**config.mk**
```make
export PLATFORM = sky130hd
export DESIGN_NAME = xfer_sequencer
export DESIGN_NICKNAME = d
export VERILOG_FILES = /design/src/rtl/xfer_pkg.sv /design/src/rtl/xfer_sequencer.sv
export SDC_FILE = /design/constraint.sdc
export NUM_CORES = 1
export LEC_CHECK = 0
export CAP_MARGIN = 20
export CORE_MARGIN = 8
export CORE_UTILIZATION = 46
export CTS_CLUSTER_SIZE = 24
export DETAILED_ROUTE_END_ITERATION = 10
export GPL_TIMING_DRIVEN = 0
export HOLD_SLACK_MARGIN = 0.05
export PLACE_DENSITY_LB_ADDON = 0.2
export SLEW_MARGIN = 10
export SYNTH_ARGS = -nofsm -noshare
export SYNTH_HDL_FRONTEND = slang
export SYNTH_SLANG_ARGS = --single-unit
export TNS_END_PERCENT = 10
```
**constraint.sdc**
```tcl
create_clock -name clk -period 3.1 [get_ports clk]
set_input_delay 0.31 -clock clk [delete_from_list [all_inputs] [get_ports clk]]
set_output_delay 0.31 -clock clk [all_outputs]
set_load 0.03 [all_outputs]
```
**src/rtl/xfer_pkg.sv**
```systemverilog
// Shared widths, opcode and state encodings for the register-transfer sequencer.
// Also holds the registered control-output bundle and its reset value.
package xfer_pkg;

    localparam int ADDR_W = 5;
    localparam int DATA_W = 8;

    typedef enum logic [2:0] {
        OP_NOP   = 3'd0,
        OP_WRITE = 3'd1,
        OP_LOADA = 3'd2,
        OP_LOADB = 3'd3,
        OP_MOVBA = 3'd4,
        OP_MOVAB = 3'd5,
        OP_ILL6  = 3'd6,
        OP_ILL7  = 3'd7
    } op_e;

    typedef enum logic [2:0] {
        ST_IDLE    = 3'd0,
        ST_EXEC    = 3'd1,
        ST_DRIVE   = 3'd2,
        ST_CAPTURE = 3'd3,
        ST_DONE    = 3'd4
    } state_e;

    // Every control output lives in this one register so that none of them
    // can see a combinational path from the command inputs.
    typedef struct packed {
        logic              fr_w;
        logic [ADDR_W-1:0] fr_waddr;
        logic [DATA_W-1:0] fr_wdata;
        logic [ADDR_W-1:0] data_a;
        logic [ADDR_W-1:0] data_b;
        logic              sel_a;
        logic              sel_b;
        logic              ld_a;
        logic              ld_b;
        logic              oea;
        logic              oeb;
        logic              done;
        logic              err;
    } ctrl_t;

    localparam ctrl_t CTRL_RESET = '{
        fr_w:     1'b0,
        fr_waddr: '0,
        fr_wdata: '0,
        data_a:   '0,
        data_b:   '0,
        sel_a:    1'b0,
        sel_b:    1'b0,
        ld_a:     1'b0,
        ld_b:     1'b0,
        oea:      1'b1,
        oeb:      1'b1,
        done:     1'b0,
        err:      1'b0
    };

    function automatic logic op_is_move(op_e op);
        return (op == OP_MOVBA) || (op == OP_MOVAB);
    endfunction

    function automatic logic op_is_legal(op_e op);
        return (op != OP_ILL6) && (op != OP_ILL7);
    endfunction

endpackage

```
**src/rtl/xfer_sequencer.sv**
```systemverilog
// Command sequencer driving a register file and a shared tristate bus between
// the A and B paths; single-cycle ops go IDLE-EXEC-DONE, moves IDLE-DRIVE-CAPTURE-DONE.
module xfer_sequencer
    import xfer_pkg::*;
(
    input  logic              clk,
    input  logic              rst,
    input  logic              cmd_valid,
    output logic              cmd_ready,
    input  logic [2:0]        cmd_op,
    input  logic [ADDR_W-1:0] cmd_addr,
    input  logic [DATA_W-1:0] cmd_data,
    output logic              FR_W,
    output logic [ADDR_W-1:0] FR_WADDR,
    output logic [DATA_W-1:0] FR_WDATA,
    output logic [ADDR_W-1:0] DataA,
    output logic [ADDR_W-1:0] DataB,
    output logic              SEL_A,
    output logic              SEL_B,
    output logic              LD_A,
    output logic              LD_B,
    output logic              OEA,
    output logic              OEB,
    output logic              done,
    output logic              err
);

    state_e            state_q;
    state_e            state_d;
    op_e               op_q;
    logic [ADDR_W-1:0] addr_q;
    logic [DATA_W-1:0] data_q;
    ctrl_t             ctrl_q;
    ctrl_t             ctrl_d;

    logic              accept;
    op_e               op_n;
    logic [ADDR_W-1:0] addr_n;
    logic [DATA_W-1:0] data_n;

    assign cmd_ready = (state_q == ST_IDLE);
    assign accept    = cmd_valid && (state_q == ST_IDLE) && !rst;

    // Outputs are decoded for the state being entered, so on the accept edge
    // the freshly presented command must be used rather than the stale register.
    assign op_n   = accept ? op_e'(cmd_op) : op_q;
    assign addr_n = accept ? cmd_addr      : addr_q;
    assign data_n = accept ? cmd_data      : data_q;

    always_ff @(posedge clk) begin
        if (rst) begin
            state_q <= ST_IDLE;
        end else begin
            state_q <= state_d;
        end
    end

    always_ff @(posedge clk) begin
        if (rst) begin
            op_q   <= OP_NOP;
            addr_q <= '0;
            data_q <= '0;
        end else if (accept) begin
            op_q   <= op_e'(cmd_op);
            addr_q <= cmd_addr;
            data_q <= cmd_data;
        end
    end

    always_comb begin
        state_d = state_q;
        case (state_q)
            ST_IDLE: begin
                if (accept) begin
                    state_d = op_is_move(op_e'(cmd_op)) ? ST_DRIVE : ST_EXEC;
                end
            end
            ST_EXEC:    state_d = ST_DONE;
            ST_DRIVE:   state_d = ST_CAPTURE;
            ST_CAPTURE: state_d = ST_DONE;
            ST_DONE:    state_d = ST_IDLE;
            default:    state_d = ST_IDLE;
        endcase
    end

    // Address/data outputs hold their last value; strobes, selects and bus
    // enables fall back to their idle levels unless the next state asks otherwise.
    always_comb begin
        ctrl_d          = CTRL_RESET;
        ctrl_d.fr_waddr = ctrl_q.fr_waddr;
        ctrl_d.fr_wdata = ctrl_q.fr_wdata;
        ctrl_d.data_a   = ctrl_q.data_a;
        ctrl_d.data_b   = ctrl_q.data_b;
        case (state_d)
            ST_EXEC: begin
                case (op_n)
                    OP_WRITE: begin
                        ctrl_d.fr_w     = 1'b1;
                        ctrl_d.fr_waddr = addr_n;
                        ctrl_d.fr_wdata = data_n;
                    end
                    OP_LOADA: begin
                        ctrl_d.data_a = addr_n;
                        ctrl_d.sel_a  = 1'b1;
                        ctrl_d.ld_a   = 1'b1;
                    end
                    OP_LOADB: begin
                        ctrl_d.data_b = addr_n;
                        ctrl_d.sel_b  = 1'b1;
                        ctrl_d.ld_b   = 1'b1;
                    end
                    default: ;
                endcase
            end
            ST_DRIVE: begin
                if (op_n == OP_MOVBA) begin
                    ctrl_d.oeb = 1'b0;
                end else begin
                    ctrl_d.oea = 1'b0;
                end
            end
            ST_CAPTURE: begin
                if (op_n == OP_MOVBA) begin
                    ctrl_d.oeb  = 1'b0;
                    ctrl_d.ld_a = 1'b1;
                end else begin
                    ctrl_d.oea  = 1'b0;
                    ctrl_d.ld_b = 1'b1;
                end
            end
            ST_DONE: begin
                ctrl_d.done = 1'b1;
                ctrl_d.err  = !op_is_legal(op_n);
            end
            default: ;
        endcase
    end

    // Reset forces the idle levels at the same edge, releasing the bus at once.
    always_ff @(posedge clk) begin
        if (rst) begin
            ctrl_q <= CTRL_RESET;
        end else begin
            ctrl_q <= ctrl_d;
        end
    end

    assign FR_W     = ctrl_q.fr_w;
    assign FR_WADDR = ctrl_q.fr_waddr;
    assign FR_WDATA = ctrl_q.fr_wdata;
    assign DataA    = ctrl_q.data_a;
    assign DataB    = ctrl_q.data_b;
    assign SEL_A    = ctrl_q.sel_a;
    assign SEL_B    = ctrl_q.sel_b;
    assign LD_A     = ctrl_q.ld_a;
    assign LD_B     = ctrl_q.ld_b;
    assign OEA      = ctrl_q.oea;
    assign OEB      = ctrl_q.oeb;
    assign done     = ctrl_q.done;
    assign err      = ctrl_q.err;

endmodule

```
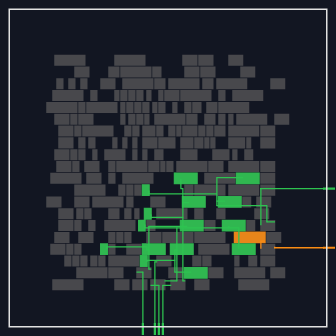
Figure 1: run 1, wires at chosen ports, followed through buffers.
green -> cmd_addr  # direction input, end cells 15, buffers 5, wire 243 µm
orange -> SEL_B  # direction output, end cells 1, buffers 1, wire 14.1 µm

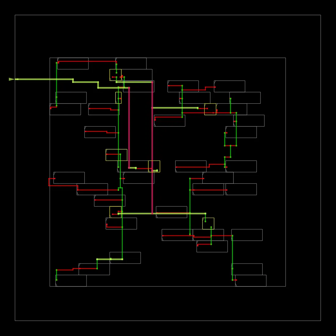
Figure 2: run 1, clock routing.
sequential cells: 37
number of clock sinks seen by CTS: 37

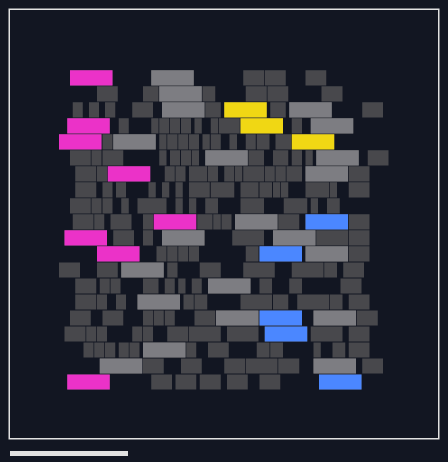
Figure 3: run 1, where the registers sit.
Scale bar: 20 µm. Other sequential cells in the stronger grey, the rest of the logic in the fainter grey.
yellow -> state_q  # sequential cells 3
blue -> DataB  # sequential cells 5
magenta -> FR_WDATA  # sequential cells 8

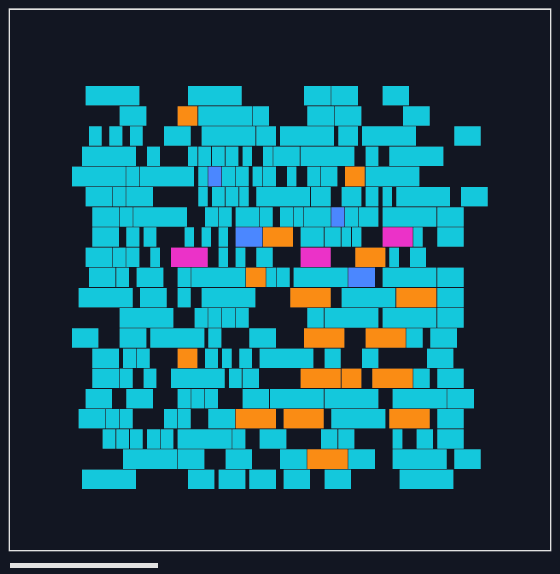
Figure 4: run 1, sizing map.
Scale bar: 20 µm.
orange -> x3 and x4  # cells 17
magenta -> x6 and larger  # cells 3
cyan -> x1 and smaller  # cells 189
blue -> x2  # cells 4

==> run 1: area by class of cell <==
class,count,area [µm²]
inverters,4,15.0
repair buffers,51,510
fillers,286,951
plain buffers,18,85.1
multi-input cells,96,641
flip-flops and latches,37,741
well taps,44,55.1
clock buffers,7,55.1
==> run 1: logic make-up after synthesis <==
| kind of cell | Yosys count | share of synthesized area [%] |
|---|---|---|
| buffers and inverters | 22 | 6.76 |
| AOI/OAI and AO/OA | 38 | 13.3 |
| muxes | 10 | 10.1 |
| DFF | 37 | 50.0 |
| and+or+nand+nor | 48 | 19.8 |
==> run 1: sequential cells by signal, indices dropped and copies added, names as in the netlist <==
| register | count |
|---|---|
| LD_A | 1 |
| err | 1 |
| FR_WADDR | 5 |
| OEA | 1 |
| OEB | 1 |
| FR_WDATA | 8 |
| DataA | 5 |
| op_q | 3 |
| FR_W | 1 |
| DataB | 5 |
| LD_B | 1 |
| SEL_A | 1 |
| SEL_B | 1 |
| state_q | 3 |
==> run 1: per-layer routing <==
layer | vias up | GRT usage (%) | wire length [µm]
li1 | 648 | - | -
met3 | 8 | 7.97 | 378
met4 | 0 | 6.67 | 60
met1 | 628 | 15.6 | 1620
met5 | - | 0 | 0
met2 | 48 | 26.2 | 1950
==> run 1: synthesized netlist by cell type, types with 2 or more instances <==
cell and n:
buf_6 2, or4_4 2, nand3_1 18, o21ai_0 17, nand3b_1 2, buf_2 2, clkbuf_1 14, nand2b_1 2
nor3_1 2, a21oi_1 19, dfxtp_1 37, nor2b_1 10, nor2_1 3, mux2_4 10, nor4b_1 2, inv_1 3
==> run 1: tightest hold or removal path: stages (launching register included) <==
cell	delay [ps]
dfxtp_1	320
o21ai_0	70
a21oi_1	60
==> run 1: stage by stage <==
stage	setup slack, ps	cells
after floorplan	963	155
after global placement	529	250
after detailed placement	506	250
after CTS	867	257
after global routing	778	257
final	857	257
==> run 1: final timing paths <==
check | from | to | depth (start not counted)
worst min register to register | FR_WADDR[0]$_SDFFE_PP0P_ | FR_WADDR[0]$_SDFFE_PP0P_ | 2
worst max register to register | state_q[2]$_SDFF_PP0_ | DataB[2]$_SDFFE_PP0P_ | 5
worst max-delay path | rst | DataB[2]$_SDFFE_PP0P_ | 6
worst min-delay path | FR_WADDR[0]$_SDFFE_PP0P_ | FR_WADDR[0]$_SDFFE_PP0P_ | 2
==> run 1: power by group through the flow <==
stage                     Sequential, mW  Clock [mW]  Combinational, mW
after detailed placement           0.504           0              0.120
final                              0.493       0.256              0.120
after global placement             0.503           0              0.117
after global routing               0.495       0.271              0.129
after CTS                          0.493       0.260              0.121
after floorplan                    0.516           0             0.0481
==> results.json, run 1 <==
{
  "outcome": "complete, no violations",
  "place_hpwl_um": 3070,
  "totalWireLength_um": 4010,
  "synth_sequential_area_ratio_pct": 50.0,
  "whs_ps": 486,
  "cp_data_arrival_time_ps": 2470,
  "lay_top_count": "clkdlybuf4s50_1",
  "seqPwrFrac_pct": 56.7,
  "floorplan.io_pins": 52,
  "ys_top_cells_by_area": "dfxtp_1, mux2_4, a21oi_1",
  "viasPerCell": 5.18,
  "fin_worst_skew_ps": 8.08,
  "layout-drive-gt1-share_pct": 11.3,
  "synth-cells-yosys": 155,
  "drc_viols": 0,
  "power_per_cell_area_mw_per_mm2": 414,
  "grt_overflow_total": 0,
  "critical_path.n_buffers_inverters": 3,
  "worstSkewPairLatency_ps": 340,
  "number_of_enable_type_register_cells_in_the_synthesized_netlist": 0,
  "cts-root-buf": "clkbuf_4",
  "floorplan.nets": 174,
  "initial_antenna_violation_count": 0,
  "floorplan.core_util_pct": 48.5,
  "maxClockFrequency_ghz": 0.446,
  "min_period_over_period_pct": 72.3,
  "max-cap-violations": 0,
  "post-synth-top-area-cell": "dfxtp_1",
  "post_cts.repair.setup_buffers": 0,
  "cts_tree": "done",
  "yosys_register_bits": 37,
  "worstHoldPathType": "reg -> reg",
  "power.net_switching_mw": 0.221,
  "ctsHoldBuffers": 0,
  "tool_warnings": 26,
  "final_instance_area_mm2": 0.00210,
  "grt_setup_unrepaired": "false",
  "syn_inst": 155,
  "die_width_um": 72.8,
  "die-height_um": 72.8,
  "floorplan.core_area_mm2": 0.00305,
  "post-layout-total-power_mw": 0.870,
  "syn2layout_area_growth_pct": 41.9,
  "cts-htree-levels": 2,
  "tightest_slew_ps": 777,
  "final.setup.tns_ps": 0,
  "dr_total_vias": 1332,
  "finalWorstPathRequiredPeriod_ps": 2240,
  "hold_viol": 0,
  "cells_along_the_critical_path": "clkdlybuf4s50_1, or4b_1, buf_2, or4_4, buf_6, mux2_4",
  "grt_first_pass_wirelength_um": 6490,
  "startpoint_type": "input pin",
  "first_global_vias": 1403,
  "worst_setup_hold_path_clk_slew_ps": 110,
  "final_antenna_net_count": 0,
  "first_pass_iters": 4
}
==> run 2, diff against run 1 <==
Settings changed: CORE_UTILIZATION 46 to 43.
Clock period 3.1 ns to 2.2 ns, I/O delays scaled along.
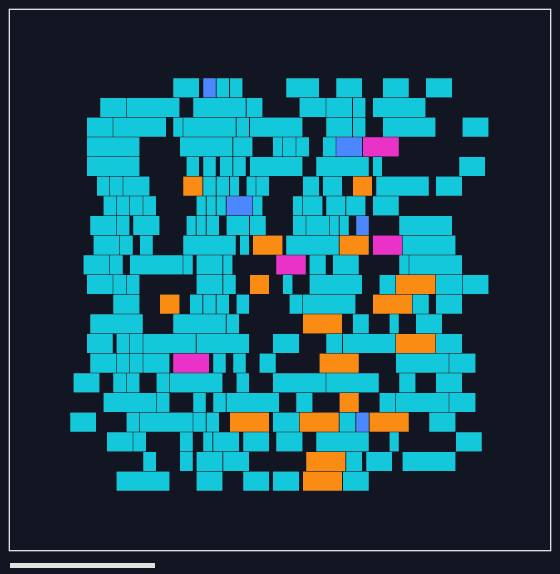
Figure 5: run 2, sizing map.
Scale bar: 20 µm.
magenta -> x6 and larger  # cells 4
blue -> x2  # cells 5
orange -> x3 and x4  # cells 17
cyan -> x1 and smaller  # cells 188

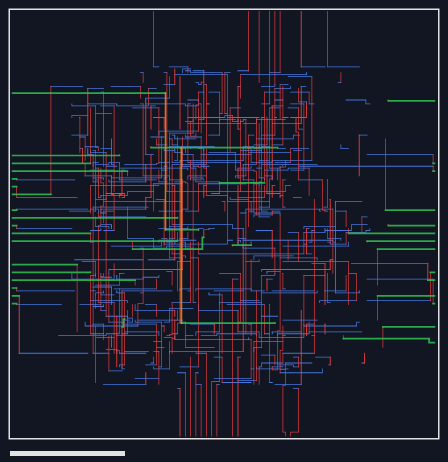
Figure 6: run 2, metal layers overlaid.
Scale bar: 20 µm.
red -> M2  # wire length 1,850 µm
blue -> M1  # wire length 1,600 µm
green -> M3  # wire length 379 µm
orange -> M4  # wire length 54.4 µm

==> results.json, run 2 <==
{
  "worstHoldPathType": "in -> reg",
  "post-layout-total-power_mw": 1.27,
  "tool_warnings": 26,
  "min_period_over_period_pct": 97.4,
  "seqPwrFrac_pct": 54.8,
  "floorplan.core_util_pct": 44.7,
  "grt_setup_unrepaired": "false",
  "lay_top_count": "clkdlybuf4s50_1",
  "use_met3_pct": 7.32,
  "detailedPlace.worstSlack_ps": -307,
  "startpoint_type": "input pin",
  "syn_inst": 155,
  "worst_setup_hold_path_clk_slew_ps": 110,
  "power_per_cell_area_mw_per_mm2": 598,
  "die_width_um": 74.7,
  "number_of_enable_type_register_cells_in_the_synthesized_netlist": 0,
  "synth-cells-yosys": 155,
  "first_global_vias": 1387,
  "drc_viols": 0,
  "floorplan.io_pins": 52,
  "initial_antenna_violation_count": 0,
  "floorplan.core_area_mm2": 0.00331,
  "final_antenna_net_count": 0,
  "cp_data_arrival_time_ps": 2390,
  "ys_top_cells_by_area": "dfxtp_1, mux2_4, a21oi_1",
  "grt_most_used_layer": "met2",
  "top_cells_by_instance_count_after_synthesis": "dfxtp_1, a21oi_1, nand3_1, o21ai_0, clkbuf_1",
  "cpPeakStageDelay_ps": 550,
  "cells_along_the_critical_path": "clkdlybuf4s50_1, or4b_1, buf_2, or4_4, buf_6, mux2_4",
  "floorplan.nets": 174,
  "post-route-worst-setup-slack_ps": 56.1,
  "tightest_slew_ps": 678,
  "layout.filler_cells": 296,
  "dr_total_vias": 1328,
  "cts-htree-levels": 2,
  "die-height_um": 74.7,
  "hold_viol": 0,
  "cts_num_sinks": 37,
  "synth_sequential_area_ratio_pct": 50.0,
  "cts-root-buf": "clkbuf_4",
  "totalWireLength_um": 3890,
  "layout-drive-gt1-share_pct": 12.1,
  "max-cap-violations": 0,
  "syn2layout_area_growth_pct": 43.2,
  "fin_worst_skew_ps": 4.71,
  "finalWorstPathRequiredPeriod_ps": 2140,
  "synth_top_cell_by_count": "dfxtp_1",
  "place_hpwl_um": 2960,
  "grt_first_pass_wirelength_um": 6260,
  "largest_reg_flops": 8,
  "maxClockFrequency_ghz": 0.466,
  "outcome": "complete, no violations",
  "use_met1_pct": 14.3,
  "post-synth-top-area-cell": "dfxtp_1",
  "grt_overflow_total": 0,
  "grt_use_total_pct": 14.7
}
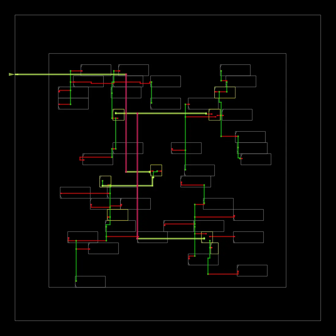
Figure 7: run 2, clock routing.
number of CTS-inserted buffers: 5
clock buffer count in the final layout: 7
clock latency at the later pin of the worst-skew pair: 340 ps

[run 2: cell counts after synthesis]
No cell type changed its count.
[run 2: through the flow]
| step | TNS [ps] | hold WS, ps | utilization (%) | area (µm²) |
|---|---|---|---|---|
| final | 0 | 431 | 64.1 | 2120 |
| after global routing | 0 | 424 | 64.1 | 2120 |
| after CTS | 0 | 422 | 64.0 | 2120 |
| after detailed placement | -3450 | 466 | 61.9 | 2050 |
| after global placement | -3020 | 458 | 61.9 | 2050 |
| after floorplan | 0 | 363 | - | 1480 |
[run 2: path summary, 6_finish.rpt]
path                                 start                       end  slack [ps]  cells after the start
setup / recovery                       rst     DataA[0]$_SDFFE_PP0P_          60                      6
hold / removal                 cmd_data[3]  FR_WDATA[3]$_SDFFE_PP0P_         430                      3
hold reg to reg   FR_WADDR[2]$_SDFFE_PP0P_  FR_WADDR[2]$_SDFFE_PP0P_         480                      2
setup reg to reg     state_q[2]$_SDFF_PP0_     DataA[0]$_SDFFE_PP0P_          80                      5
[run 2: per-layer routing]
metal / vias up / share of wire, %
li1: 657 / -
met1: 623 / 41
met2: 43 / 48
met3: 5 / 9.7
met4: 0 / 1.4
met5: - / 0
[run 2: critical path, delay by kind of cell]
kind / cells / cell delay (ps)
simple gates: 2 / 990
buf+inv: 3 / 890
mux: 1 / 290
[run 2: cells by family (layout without fill, tap and decap cells)]
logic type | Yosys count | in the layout | share of synthesized area (%)
DFF | 37 | 37 | 50.0
muxes | 10 | 10 | 10.1
buffers and inverters | 22 | 81 | 6.76
and+or+nand+nor | 48 | 48 | 19.8
AOI/OAI and AO/OA | 38 | 38 | 13.3
[run 2: area by class of cell]
cell class	count	area [µm²]	area share (%)
inverters	4	15.0	0.708
clock buffers	7	65.1	3.07
multi-input cells	96	641	30.2
well taps	46	57.6	2.71
clock inverters	1	5.00	0.236
repair buffers	51	513	24.2
flip-flops and latches	37	741	34.9
plain buffers	18	85.1	4.01
[run 2: what timing repair did]
action | CTS | global route
hold buffers | 0 | 0
gates resized | 0 | 1
endpoints found under the setup margin | 0 | 1
[run 2: power groups by stage]
stage / Combinational (mW) / Sequential (mW) / Clock, mW
floorplan: 0.0677 / 0.727 / 0
global placement: 0.165 / 0.710 / 0
detailed placement: 0.169 / 0.710 / 0
CTS: 0.170 / 0.695 / 0.410
global route: 0.181 / 0.697 / 0.440
finish: 0.169 / 0.695 / 0.405
==> run 3, diff against run 2 <==
Settings changed: CORE_MARGIN 8 to default.
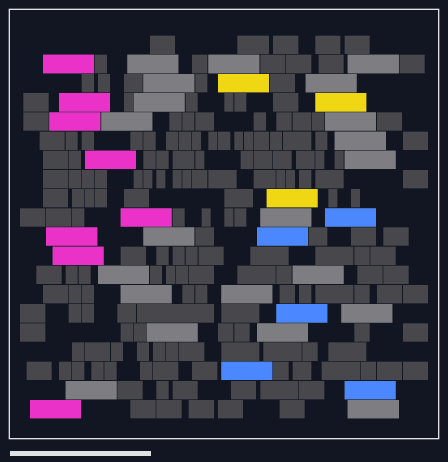
Figure 8: run 3, where the registers sit.
Scale bar: 20 µm. Other sequential cells in the stronger grey, the rest of the logic in the fainter grey.
blue -> DataB  # sequential cells 5
yellow -> state_q  # sequential cells 3
magenta -> FR_WDATA  # sequential cells 8
not coloured = 21

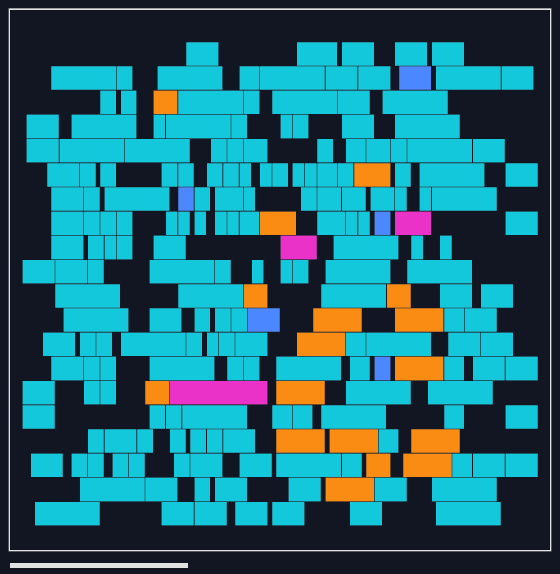
Figure 9: run 3, sizing map.
Scale bar: 20 µm.
blue -> x2  # cells 5
cyan -> x1 and smaller  # cells 188
magenta -> x6 and larger  # cells 3
orange -> x3 and x4  # cells 17

==> results.json, run 3 <==
{
  "top_library_cells_by_usage_in_the_layout_fill_and_taps_aside": "clkdlybuf4s50_1, dfxtp_1, a21oi_1, nand3_1, o21ai_0",
  "synth_top_cell_by_count": "dfxtp_1",
  "cts_num_sinks": 37,
  "tool_warnings": 26,
  "syn2layout_area_growth_pct": 43.2,
  "cts-resized-gates": 0,
  "post-layout-total-power_mw": 1.31,
  "floorplan.core_util_pct": 47.0,
  "grt_setup_unrepaired": "false",
  "grt_use_total_pct": 21.8,
  "die_width_um": 60.7,
  "critical_path_required_time_ps": 2440,
  "cpPeakStageDelay_ps": 570,
  "fin_worst_skew_ps": 5.20,
  "hold_viol": 0,
  "tightest_slew_ps": 713,
  "die-height_um": 60.7,
  "worst_setup_hold_path_clk_slew_ps": 110,
  "ys_area_mm2": 0.00148,
  "cts-htree-levels": 2,
  "pin_count_of_the_biggest_net_entering_global_routing": 12,
  "initial_antenna_violation_count": 0,
  "drt_iter0_markers": 33,
  "startpoint_type": "input pin",
  "final_instance_area_mm2": 0.00212,
  "layoutNonFillerInstCount": 257,
  "worstSkewPairLatency_ps": 340,
  "antennaDiodeCount": 0,
  "syn_inst": 155,
  "numPortBuffers": 51,
  "max-cap-violations": 0,
  "worst-r2r-cell-count": 5,
  "cells_along_the_critical_path": "clkdlybuf4s50_1, or4b_1, buf_2, or4_4, buf_6, mux2_4",
  "worstPathMaxFanout": 8,
  "totalWireLength_um": 3580,
  "synth-cells-yosys": 155,
  "ctsHoldBuffers": 0,
  "p_leak_nw": 0.788,
  "finalWorstPathRequiredPeriod_ps": 2190,
  "holdPathStages": 3,
  "sequential_cell_area_um2": 741,
  "place_hpwl_um": 2630,
  "min_period_over_period_pct": 99.7,
  "maxClockFrequency_ghz": 0.456,
  "cp_data_arrival_time_ps": 2430,
  "cts_made_buffers": 5,
  "floorplan.core_area_mm2": 0.00315,
  "top_area_share_pct": 50.0,
  "top_cells_by_instance_count_after_synthesis": "dfxtp_1, a21oi_1, nand3_1, o21ai_0, clkbuf_1",
  "lay_top_count": "clkdlybuf4s50_1",
  "largest_reg_flops": 8,
  "post-synth-top-area-cell": "dfxtp_1",
  "end_kind": "register",
  "final_antenna_net_count": 0,
  "first_global_vias": 1276,
  "timing.critical_path.slowest_stage_cell": "clkdlybuf4s50_1",
  "outcome": "complete, no violations",
  "post-place-cells": 250,
  "floorplan.io_pins": 52,
  "synth_sequential_area_ratio_pct": 50.0,
  "layout-drive-gt1-share_pct": 11.7,
  "drc_viols": 0,
  "synth-async-reset-ratio_pct": 0,
  "ys_top_cells_by_area": "dfxtp_1, mux2_4, a21oi_1",
  "grt_first_pass_wirelength_um": 5660,
  "first_pass_iters": 4,
  "post_dp_cell_area_mm2": 0.00205,
  "layout.filler_cells": 268,
  "dr_total_vias": 1331,
  "floorplan.nets": 174,
  "worstHoldPathType": "in -> reg",
  "power_per_cell_area_mw_per_mm2": 618,
  "cts-root-buf": "clkbuf_4",
  "comb_area_um2": 641,
  "grt_overflow_total": 0,
  "number_of_enable_type_register_cells_in_the_synthesized_netlist": 0
}
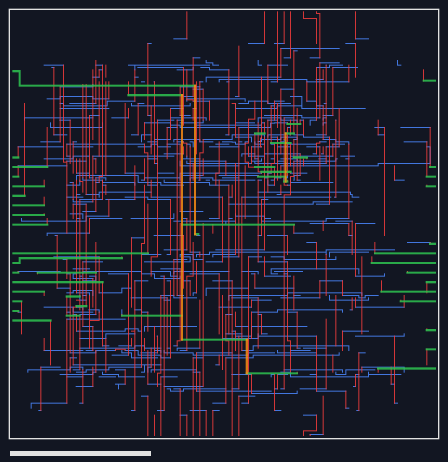
Figure 10: run 3, metal layers overlaid.
Scale bar: 20 µm.
orange -> M4  # wire length 67.3 µm
blue -> M1  # wire length 1,560 µm
green -> M3  # wire length 247 µm
red -> M2  # wire length 1,710 µm

## run 3: cell counts after synthesis
Identical to the previous run, type by type.
## run 3: cells by family after synthesis
logic type / after synthesis / share of synthesized area (%)
and+or+nand+nor: 48 / 19.8
AOI/OAI and AO/OA: 38 / 13.3
DFF: 37 / 50.0
buffers and inverters: 22 / 6.76
muxes: 10 / 10.1
## run 3: power by group
group	internal, mW	switching (mW)
sequential	0.684	0.0116
combinational	0.0782	0.0903
clock	0.231	0.216
total	0.994	0.318
## run 3: worst max-delay path: cells and delay by family
family	cells	cell delay, ps
simple gates	2	1010
buf+inv	3	910
mux	1	290
## run 3: cell type report
cell class                 instances  share of cell area [%]
sequential                        37                    34.9
multi-input combinational         96                    30.2
timing repair buffer              51                    24.2
buffer                            18                    4.01
tap                               44                    2.59
clock buffer                       5                    1.77
clock inverter                     2                    1.65
inverter                           4                   0.708
## run 3: routing by layer
metal	routed length (µm)	vias up	global-route usage (%)
li1	-	653	-
met1	1560	609	24.2
met2	1710	59	37.7
met3	246	10	7.68
met4	67	0	9.42
met5	0	-	0
## run 3: path summary, 6_finish.rpt
path	from	end	slack [ps]
worst max register to register	state_q[2]$_SDFF_PP0_	DataB[0]$_SDFFE_PP0P_	70
worst max-delay path	rst	DataB[0]$_SDFFE_PP0P_	6
worst min register to register	FR_WADDR[0]$_SDFFE_PP0P_	FR_WADDR[0]$_SDFFE_PP0P_	480
worst min-delay path	cmd_data[3]	FR_WDATA[3]$_SDFFE_PP0P_	430
## run 3: through the flow
step | TNS (ps) | setup WS [ps] | utilization [%] | hold slack [ps]
detailed placement | -4250 | -344 | 64.9 | 465
floorplan | 0 | 63.2 | - | 363
global placement | -3130 | -284 | 64.9 | 457
global route | 0 | 11.4 | 67.3 | 414
CTS | 0 | 20.6 | 67.2 | 427
finish | 0 | 5.85 | 67.3 | 434
Power figures rest on the tool's default switching activity, not on a simulated workload.
